`src/rtl/clk_div_period_meter.sv`:
```
// clk_div_period_meter: selects one tap of a divided-clock bus, synchronises
// it into clk_in, and measures the tap period in clk_in cycles.
// Optional feature macro: PERIOD_CHECK_EN adds err_ratio, which flags a
// measured period that differs from the nominal 2^(sel+1).
module clk_div_period_meter #(
  parameter int unsigned N_TAPS      = 22,
  parameter int unsigned CNT_W       = 32,
  parameter int unsigned TIMEOUT_CYC = 8388608
) (
  input  logic              clk_in,
  input  logic              rst_n,
  input  logic [N_TAPS-1:0] div_bus,
  input  logic [4:0]        sel,
  input  logic              start,
  output logic              busy,
  output logic              done,
  output logic [CNT_W-1:0]  period,
  output logic              err_timeout,
`ifdef PERIOD_CHECK_EN
  output logic              err_ratio,
`endif
  output logic              err_sel
);

  typedef enum logic [2:0] {
    S_IDLE,
    S_ARM,
    S_WAIT_EDGE,
    S_MEASURE,
    S_DONE
  } state_t;

  state_t             state_q, state_d;
  logic [4:0]         sel_q, sel_d;
  logic [CNT_W-1:0]   cnt_q, cnt_d;
  logic [CNT_W-1:0]   period_q, period_d;
  logic               tmo_q, tmo_d;
  logic               esel_q, esel_d;
  logic               esel_pulse_q, esel_pulse_d;
  logic               sync1_q, sync2_q, dly_q;
  logic               tap_w;
  logic               edge_w;
  logic               sel_ok_w;
  logic [CNT_W-1:0]   cnt_inc_w;
  logic               tmo_hit_w;
`ifdef PERIOD_CHECK_EN
  logic               ratio_q, ratio_d;
  logic [CNT_W-1:0]   nominal_w;
`endif

  // Tap mux driven by the latched select so the synchroniser sees a stable source
  assign tap_w     = div_bus[sel_q];
  assign edge_w    = sync2_q & ~dly_q;
  assign sel_ok_w  = (32'(sel) < N_TAPS);
  assign cnt_inc_w = (cnt_q == '1) ? cnt_q : cnt_q + CNT_W'(1);
  assign tmo_hit_w = (cnt_q >= CNT_W'(TIMEOUT_CYC));
`ifdef PERIOD_CHECK_EN
  assign nominal_w = CNT_W'(1) << ({1'b0, sel_q} + 6'd1);
`endif

  // Two-flop synchroniser followed by a delay register for rising-edge detection
  always_ff @(posedge clk_in or negedge rst_n) begin
    if (!rst_n) begin
      sync1_q <= 1'b0;
      sync2_q <= 1'b0;
      dly_q   <= 1'b0;
    end else begin
      sync1_q <= tap_w;
      sync2_q <= sync1_q;
      dly_q   <= sync2_q;
    end
  end

  // Control state, counter and result registers
  always_ff @(posedge clk_in or negedge rst_n) begin
    if (!rst_n) begin
      state_q      <= S_IDLE;
      sel_q        <= '0;
      cnt_q        <= '0;
      period_q     <= '0;
      tmo_q        <= 1'b0;
      esel_q       <= 1'b0;
      esel_pulse_q <= 1'b0;
`ifdef PERIOD_CHECK_EN
      ratio_q      <= 1'b0;
`endif
    end else begin
      state_q      <= state_d;
      sel_q        <= sel_d;
      cnt_q        <= cnt_d;
      period_q     <= period_d;
      tmo_q        <= tmo_d;
      esel_q       <= esel_d;
      esel_pulse_q <= esel_pulse_d;
`ifdef PERIOD_CHECK_EN
      ratio_q      <= ratio_d;
`endif
    end
  end

  // Next-state logic: accept/reject start, flush, wait for first edge, count to second
  always_comb begin
    state_d      = state_q;
    sel_d        = sel_q;
    cnt_d        = cnt_q;
    period_d     = period_q;
    tmo_d        = tmo_q;
    esel_d       = esel_q;
    esel_pulse_d = 1'b0;
`ifdef PERIOD_CHECK_EN
    ratio_d      = ratio_q;
`endif
    case (state_q)
      S_IDLE: begin
        if (start) begin
          if (sel_ok_w) begin
            sel_d   = sel;
            tmo_d   = 1'b0;
            esel_d  = 1'b0;
            cnt_d   = '0;
`ifdef PERIOD_CHECK_EN
            ratio_d = 1'b0;
`endif
            state_d = S_ARM;
          end else begin
            // Rejected request: report through the done pulse while staying idle
            esel_d       = 1'b1;
            esel_pulse_d = 1'b1;
          end
        end
      end
      S_ARM, S_WAIT_EDGE, S_MEASURE: begin
        if (tmo_hit_w) begin
          period_d = '0;
          tmo_d    = 1'b1;
          state_d  = S_DONE;
        end else if (state_q == S_ARM) begin
          // cnt runs 0,1,2 here: three cycles flush the synchroniser after the mux change
          cnt_d = cnt_inc_w;
          if (cnt_q == CNT_W'(2)) begin
            state_d = S_WAIT_EDGE;
          end
        end else if (state_q == S_WAIT_EDGE) begin
          if (edge_w) begin
            cnt_d   = CNT_W'(1);
            state_d = S_MEASURE;
          end else begin
            cnt_d = cnt_inc_w;
          end
        end else begin
          if (edge_w) begin
            period_d = cnt_q;
`ifdef PERIOD_CHECK_EN
            ratio_d  = (cnt_q != nominal_w);
`endif
            state_d  = S_DONE;
          end else begin
            cnt_d = cnt_inc_w;
          end
        end
      end
      S_DONE: begin
        state_d = S_IDLE;
      end
      default: begin
        state_d = S_IDLE;
      end
    endcase
  end

  assign busy        = (state_q == S_ARM) || (state_q == S_WAIT_EDGE) || (state_q == S_MEASURE);
  assign done        = (state_q == S_DONE) || esel_pulse_q;
  assign period      = period_q;
  assign err_timeout = tmo_q;
  assign err_sel     = esel_q;
`ifdef PERIOD_CHECK_EN
  assign err_ratio   = ratio_q;
`endif

endmodule
```
`config.mk`:
```
export PLATFORM = sky130hd
export DESIGN_NAME = clk_div_period_meter
export DESIGN_NICKNAME = d
export VERILOG_FILES = /design/src/rtl/clk_div_period_meter.sv
export SDC_FILE = /design/constraint.sdc
export NUM_CORES = 1
export LEC_CHECK = 0
export ABC_AREA = 1
export CAP_MARGIN = 5
export CORE_UTILIZATION = 40
export CTS_CLUSTER_DIAMETER = 80
export CTS_CLUSTER_SIZE = 8
export DETAILED_ROUTE_END_ITERATION = 7
export HOLD_SLACK_MARGIN = 0.08
export SLEW_MARGIN = 40
export SYNTH_ARGS = -nofsm -noshare
export SYNTH_HDL_FRONTEND = slang
export SYNTH_SLANG_ARGS = --single-unit
```
`constraint.sdc`:
```
create_clock -name clk_in -period 3.1 [get_ports clk_in]
set_input_delay 0.31 -clock clk_in [delete_from_list [all_inputs] [get_ports clk_in]]
set_output_delay 0.31 -clock clk_in [all_outputs]
set_load 0.02 [all_outputs]
```
==> deck_impl_summary.md, run 1 <==
Flow Results at a Glance

Outcome
  – Status: completed

Power
  – Final Power: 3.13 mW
  – Pleak: 2.36 nW
  – Pwr/cell area: 613 nW/um^2

Detailed routing
  – Vias per cell: 5.02
  – M1 wire length: 5160 um
  – Residual DRC: 0
  – Length of routed met3 wiring: 237 um
  – Routed Antenna Nets: 0
  – Max layer used: met4
  – Met2 wire length: 4970 um

Synthesis
  – Multiplexer share: 0%
  – Netlist cell types: 36
  – Dominant register cell: dfrtp_1
  – Register area share after synthesis: 46.6%
  – Yosys chip area: 4190 um^2
  – Yosys reg bits: 78
  – Synthesized instance count: 547
  – Ys cells: 547
  – Simple-Gate Area Share: 32.9%
  – Cell area leaders: dfrtp_1 47%, nand2_1 10%, nor2_1 8.8%, nand3_1 6.1%, inv_1 6.0%
  – Post-Synthesis Net Count: 580
  – XORs/XNORs by Area: 0.627%
  – Synth Warn #: 0

Worst setup path
  – Crit path buf inv count: 1
  – Worst reg2reg setup slack: 0.98 ns
  – Setup crit end kind: primary output
  – Reg2Reg Capture Point: cnt_q[11]$_DFFE_PN0P_
  – CP Max Fanout: 10
  – Depth of the most critical reg-to-reg path: 9
  – Crit path depth: 2
  – Required @ worst endpoint: 2.79 ns
  – CP Cell Sequence: nor2_4 -> clkdlybuf4s50_1
  – Slowest cell delay on critical path: 0.67 ns
  – Crit path from: state_q[2]$_DFFE_PN0P_
  – Crit path capture: busy

Finish
  – Clock Network Area Fraction: 3.28%
  – Clock buffer count: 14
  – Flops: 78
  – Fill cell count: 1021
  – N_diodes: 0
  – # nets final: 644
  – Non-clock buffer share: 13.4%
  – FF+latch area: 1950 um^2
  – Fin util: 49.9%
  – Combinational share of cell area: 36.6%
  – Sequential fraction of total cell area: 38.2%
  – Non-clock inverter count in the final layout: 70
  – Top class by area: sequential cells
  – Nonclk buf count: 69
  – Layout cell share with drive strength beyond 1: 7.48%
  – Final instance area: 5110 um^2

Final timing
  – Clock Skew: 0.0109 ns
  – Slew Limit Fails: 0
  – Final number of setup-violating endpoints: 0
  – Final hold violation count: 0
  – Worst setup margin: 0.903 ns
  – Fmax: 455 MHz

Clock tree
  – CTS tree: done
  – Post-CTS setup buffer count: 0
  – Num CTS Buffers: 9
  – Max Buffers Root-to-Sink: 2
  – H-Tree Depth: 3
  – Clock Pin Slew Worst Setup and Hold Paths: 0.08 ns

Placement
  – Routability cong.: 0.826
  – Dpl ws: 0.702 ns

GRT
  – Grt peak-use layer: met2
  – All-Layer GR Usage: 21.2%
  – First-pass GRT wire length: 18200 um
  – Number of global-route vias before repair: 3771

Min path
  – Hold path cells: 0
  – WHS Endpoint: sync2_q$_DFF_PN0_
  – Min-delay src: sync1_q$_DFF_PN0_

Run
  – Max-cap viol count: 0

Floorplan
  – Fp util: 41.0%
  – IO Pins: 66
  – Standard-cell rows: 37
-- run 1: timing repair --
item	CTS	global route
hold endpoints to repair	78	0
hold buffers	1	0
resized	0	0
-- run 1: Yosys cell counts (2+ instances only) --
master    number
xor2_1         3
nand4_1        9
o211ai_1      10
nand3_1       51
inv_2          3
a21oi_2        3
nand2_4        2
nor2_1        98
dfrtp_1       78
nor3_1         5
o21ai_1        8
nand2_1      115
nor2_2         4
o21ai_0       43
inv_1         67
nand2_2        4
buf_1          2
nand3_2        4
a21oi_1        3
ha_1           3
nor2_4         5
buf_6          5
buf_4          2
a31oi_1        2
clkbuf_1       7
-- run 1: power by group --
part | switching, mW | internal [mW]
clock | 0.368 | 0.331
combinational | 0.792 | 0.380
sequential | 0.121 | 1.14
==> run_1/layer_met1.png <==
Scale: 4 px per um. Cells faint in the background.
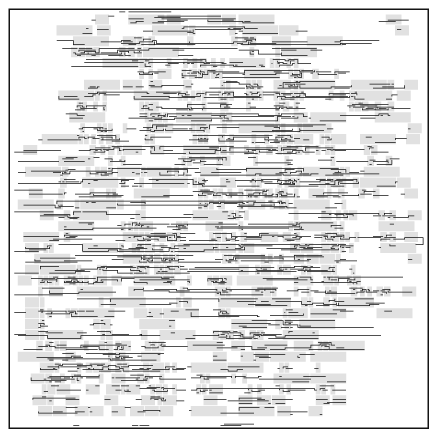
The longest straight run is 49.7 um. The layer carries 5160 um of wire. 572 nets have wire on it. The layer holds 49% of the routed length. The wires run mostly horizontal.
met1 usage: 28.8%
Vias: 3772

==> run_1/layer_met2.png <==
Scale: 4 px per um.
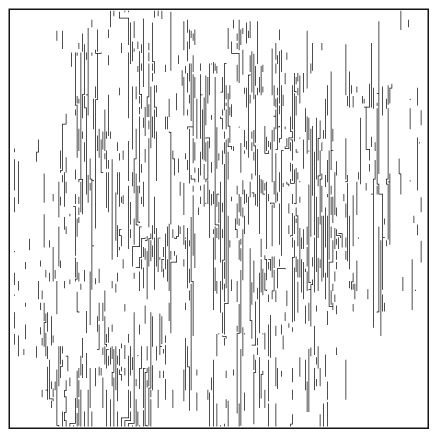
The layer holds 47% of the routed length. The layer carries 4970 um of wire. The wires run mostly vertical. The longest straight run is 38.1 um.
WL final: 10500 um
M2 GR Usage: 34.5%

==> run_1/layer_met3.png <==
Scale: 3 px per um. Cells faint in the background.
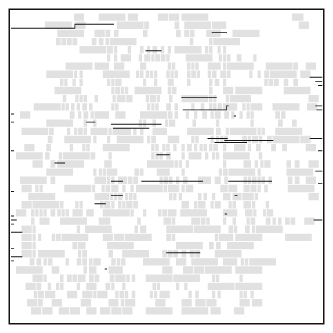
The layer holds 2.3% of the routed length. The layer carries 238 um of wire. The longest straight run is 21.2 um. The wires run mostly horizontal. 34 nets have wire on it.
met3 GRT Util: 2.44%

==> run_1/congestion.png <==
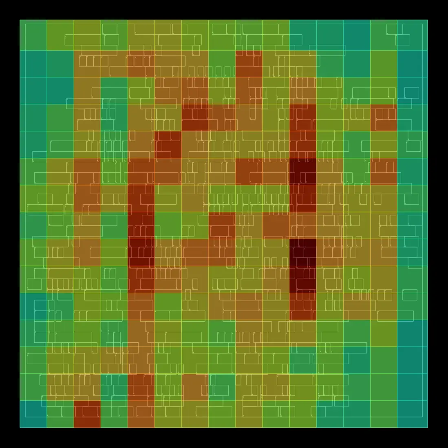

==> run 1 -> run 2 <==
==> constraint.sdc (replaced) <==
create_clock -name clk_in -period 2 [get_ports clk_in]
set_input_delay 0.2 -clock clk_in [delete_from_list [all_inputs] [get_ports clk_in]]
set_output_delay 0.2 -clock clk_in [all_outputs]
set_load 0.02 [all_outputs]
==> run_2/congestion.png <==
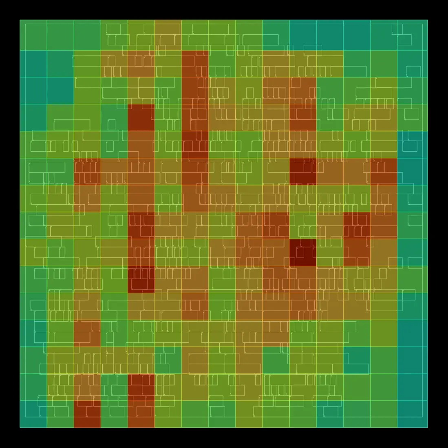
WL/cell: 13.5 um
grt peak-use layer: met2
fin util: 51.5%

==> run 2 against run 1 <==
Against the previous run:
- register-to-register slack got worse by 0.86 ns
- clock skew barely moved
- via count fell by 0.27%
- total power rose by 63%
- area after synthesis did not move
- clock-buffer cell count fell by 3
- clock power rose by 68%
- cell count rose by 2.3%
==> deck_impl_summary.md, run 2 <==
Flow Results at a Glance

Floorplan
  – Fp util: 41.0%
  – Standard-cell rows: 37

Final timing
  – Final number of setup-violating endpoints: 0
  – Final hold violation count: 0
  – Slew Limit Fails: 0
  – Clock Skew: 0.0105 ns

Outcome
  – Status: completed

Power
  – Share of power burned in registers: 37.9%
  – Top pwr grp: combinational cells
  – P_seq: 1.93 mW
  – Clk pwr share: 22.9%
  – Internal: 3.06 mW
  – Combinational Power Share: 39.1%
  – Psw: 2.03 mW
  – Pleak: 2.45 nW

Synthesis
  – Synthesized instance count: 547
  – Register area share after synthesis: 46.6%
  – Cell area leaders: dfrtp_1 47%, nand2_1 10%, nor2_1 8.8%, nand3_1 6.1%, inv_1 6.0%
  – Ys cells: 547
  – Yosys top cell by instances: nand2_1
  – Post-Synthesis Net Count: 580
  – Dominant register cell: dfrtp_1
  – Multiplexer share: 0%
  – Yosys reg bits: 78
  – XORs/XNORs by Area: 0.627%
  – Netlist cell types: 36
  – Post-synth top cells: 115 x nand2_1, 98 x nor2_1, 78 x dfrtp_1

Finish
  – Nonclk buf count: 85
  – Top class by area: sequential cells
  – Clock Network Area Fraction: 3.63%
  – # nets final: 660
  – Flops: 78
  – Non-clock inverter count in the final layout: 70
  – Layout cell share with drive strength beyond 1: 10.6%
  – Fill cell count: 1016

Detailed routing
  – Routed Antenna Nets: 0
  – WL final: 10400 um
  – Vias per cell: 4.90

Clock tree
  – Resized cells post-CTS: 2
  – CTS tree: done
  – Max Buffers Root-to-Sink: 2
  – Post-CTS setup buffer count: 0

Worst setup path
  – CP Max Fanout: 16
  – Crit path buf inv count: 0
  – Depth of the most critical reg-to-reg path: 10
  – Reg2Reg Capture Point: cnt_q[1]$_DFFE_PN0P_
  – Required @ worst endpoint: 2.25 ns

GRT
  – Number of global-route vias before repair: 3697

Placement
  – Routability cong.: 0.867
==> run 2: cell counts after synthesis <==
Identical to the previous run, type by type.
==> run 2: through the flow <==
step / power [mW] / std cells / setup TNS (ns) / setup slack [ns]
6_report: 5.09 / 768 / 0 / 0.122
5_1_grt: 5.46 / 768 / -0.00101 / -0.00101
4_1_cts: 5.12 / 766 / 0 / 0.133
3_5_place_dp: 3.94 / 749 / 0 / 0.0532
3_3_place_gp: 3.92 / 749 / 0 / 0.0990
2_1_floorplan: 3.35 / 547 / 0 / 0.364
==> run 2: routing by layer <==
metal	vias to the layer above	part of all wire (%)	track usage, %
met4	0	1.5	8.37
met5	-	0	0
met2	68	47	33.4
li1	1902	-	-
met3	11	3.0	2.57
met1	1781	48	27.7
==> run_2/layer_met2.png <==
Scale: 4 px per um.
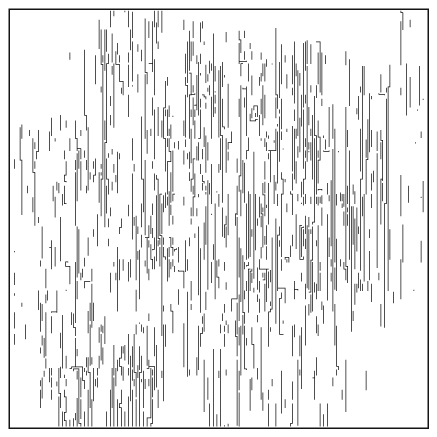

==> run 2 -> run 3 <==
--- a/config.mk
+++ b/config.mk
@@ -6,13 +6,16 @@
 export NUM_CORES = 1
 export LEC_CHECK = 0
 export ABC_AREA = 1
-export CAP_MARGIN = 5
-export CORE_UTILIZATION = 40
+export CAP_MARGIN = 40
+export CELL_PAD_IN_SITES_DETAIL_PLACEMENT = 2
+export CELL_PAD_IN_SITES_GLOBAL_PLACEMENT = 2
+export CORE_UTILIZATION = 28
 export CTS_CLUSTER_DIAMETER = 80
 export CTS_CLUSTER_SIZE = 8
 export DETAILED_ROUTE_END_ITERATION = 7
 export HOLD_SLACK_MARGIN = 0.08
-export SLEW_MARGIN = 40
+export PLACE_DENSITY_LB_ADDON = 0.1
+export SLEW_MARGIN = 20
 export SYNTH_ARGS = -nofsm -noshare
 export SYNTH_HDL_FRONTEND = slang
 export SYNTH_SLANG_ARGS = --single-unit
==> run_3/layer_met2.png <==
Scale: 4 px per um.
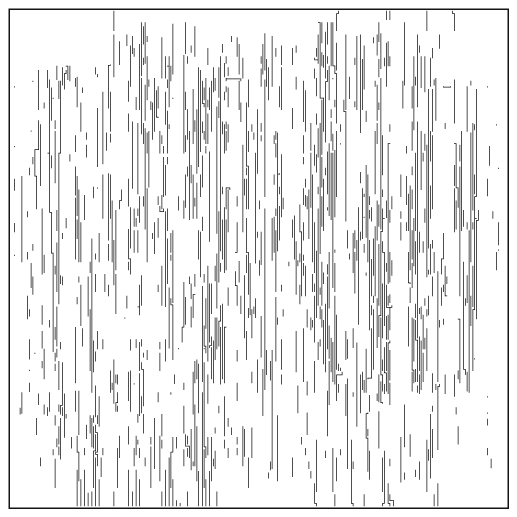
The layer holds 48% of the routed length. The longest straight run is 54.1 um. The wires run mostly vertical.
WL final: 14000 um
Vias: 4019
M2 GR Usage: 32.0%

==> run 3 against run 2 <==
Against the previous run:
- first-iteration DRC count is 18% lower
- final area is 5.4% higher
- clock power is about 40% higher
- sequential power hardly changed
- register-to-register slack better by 0.07 ns
- via count is 6.8% higher
- die size is 42% higher
==> deck_impl_summary.md, run 3 <==
Flow Results at a Glance

Outcome
  – Status: completed

GRT
  – First-pass GRT wire length: 23300 um
  – Grt peak-use layer: met2
  – Met1 usage: 25.2%
  – All-Layer GR Usage: 19.2%
  – Number of global-route vias before repair: 4394
  – Met3 GRT Util: 2.49%

Synthesis
  – Post-Synthesis Net Count: 580
  – Post-synth top cells: 115 x nand2_1, 98 x nor2_1, 78 x dfrtp_1
  – Simple-Gate Area Share: 32.9%
  – Netlist cell types: 36
  – Dominant register cell: dfrtp_1
  – Yosys reg bits: 78
  – Area fraction of the dominant cell type after synthesis: 46.6%
  – XORs/XNORs by Area: 0.627%
  – Synth Warn #: 0
  – Multiplexer share: 0%
  – Yosys chip area: 4190 um^2
  – Synthesized instance count: 547
  – Cell area leaders: dfrtp_1 47%, nand2_1 10%, nor2_1 8.8%, nand3_1 6.1%, inv_1 6.0%
  – Register area share after synthesis: 46.6%
  – Yosys top cell by instances: nand2_1

Power
  – Clk pwr share: 28.0%
  – Top pwr grp: combinational cells
  – Comb. pwr: 2.28 mW
  – Sw frac: 39.4%
  – Pleak: 2.59 nW
  – Combinational Power Share: 38.9%
  – Pwr/cell area: 1050 nW/um^2
  – P_seq: 1.94 mW
  – P_clk: 1.64 mW
  – Internal: 3.55 mW
  – Share of power burned in registers: 33.1%

Clock tree
  – Post-CTS setup buffer count: 0
  – CTS tree: done
  – H-Tree Depth: 3
  – Post-cts hold-fix buffer tally: 1
  – Resized cells post-CTS: 2
  – Num CTS Buffers: 9
  – Max Buffers Root-to-Sink: 2
  – Clock Pin Slew Worst Setup and Hold Paths: 0.06 ns

Finish
  – N_diodes: 0
  – Fill cell count: 1670
  – # nets final: 675
  – FF+latch area: 1950 um^2
  – Layout cell share with drive strength beyond 1: 12.4%

Placement
  – Post-Place Cells: 814
  – Routability cong.: 0.804

Final timing
  – Final hold violation count: 0
  – Clock Skew: 0.00874 ns
  – Slew Limit Fails: 0
  – Fmax: 554 MHz
  – Setup TNS Final: 0 ns
  – Final number of setup-violating endpoints: 0

Floorplan
  – Fp util: 28.7%
  – Standard-cell rows: 44
  – IO Pins: 66

Detailed routing
  – Vias per cell: 4.84
  – M1 wire length: 6750 um
  – Routed Antenna Nets: 0
  – WL/cell: 16.9 um
  – Max layer used: met4
  – Met2 wire length: 6720 um

Worst setup path
  – Crit path buf inv count: 1
  – Required @ worst endpoint: 2.23 ns
  – Worst reg2reg setup slack: 0.19 ns
  – CP Max Fanout: 12
  – Crit path capture: cnt_q[14]$_DFFE_PN0P_
  – Slowest cell delay on critical path: 0.41 ns
  – Depth of the most critical reg-to-reg path: 9
  – Setup crit end kind: flop

Run
  – Max-cap viol count: 0
run 3: cell counts after synthesis:
Identical to the previous run, type by type.
run 3: through the flow:
stage	power, mW	setup slack (ns)	utilization (%)	instance area [um^2]
after detailed placement	4.26	0.00303	36.0	5260
after CTS	5.95	0.126	38.0	5550
after global placement	4.16	0.145	36.0	5260
after floorplan	3.35	0.364	-	4190
final	5.85	0.194	38.1	5560
after global routing	6.26	0.00797	38.1	5560
run 3: area by class of cell:
class	instances	area share [%]
timing repair buffer	100	17.1
clock buffer	12	4.25
inverter	70	4.77
sequential	78	35.1
tap	184	4.14
clock inverter	4	0.855
multi-input combinational	383	33.7
run 3: worst reg2reg max path, delay by kind of cell, from the launching register on:
kind | cells | cell delay [ns]
simple gates | 8 | 1.13
flops | 1 | 0.41
buf+inv | 1 | 0.16
No activity file was given, so power comes from the tool's default toggle rates.
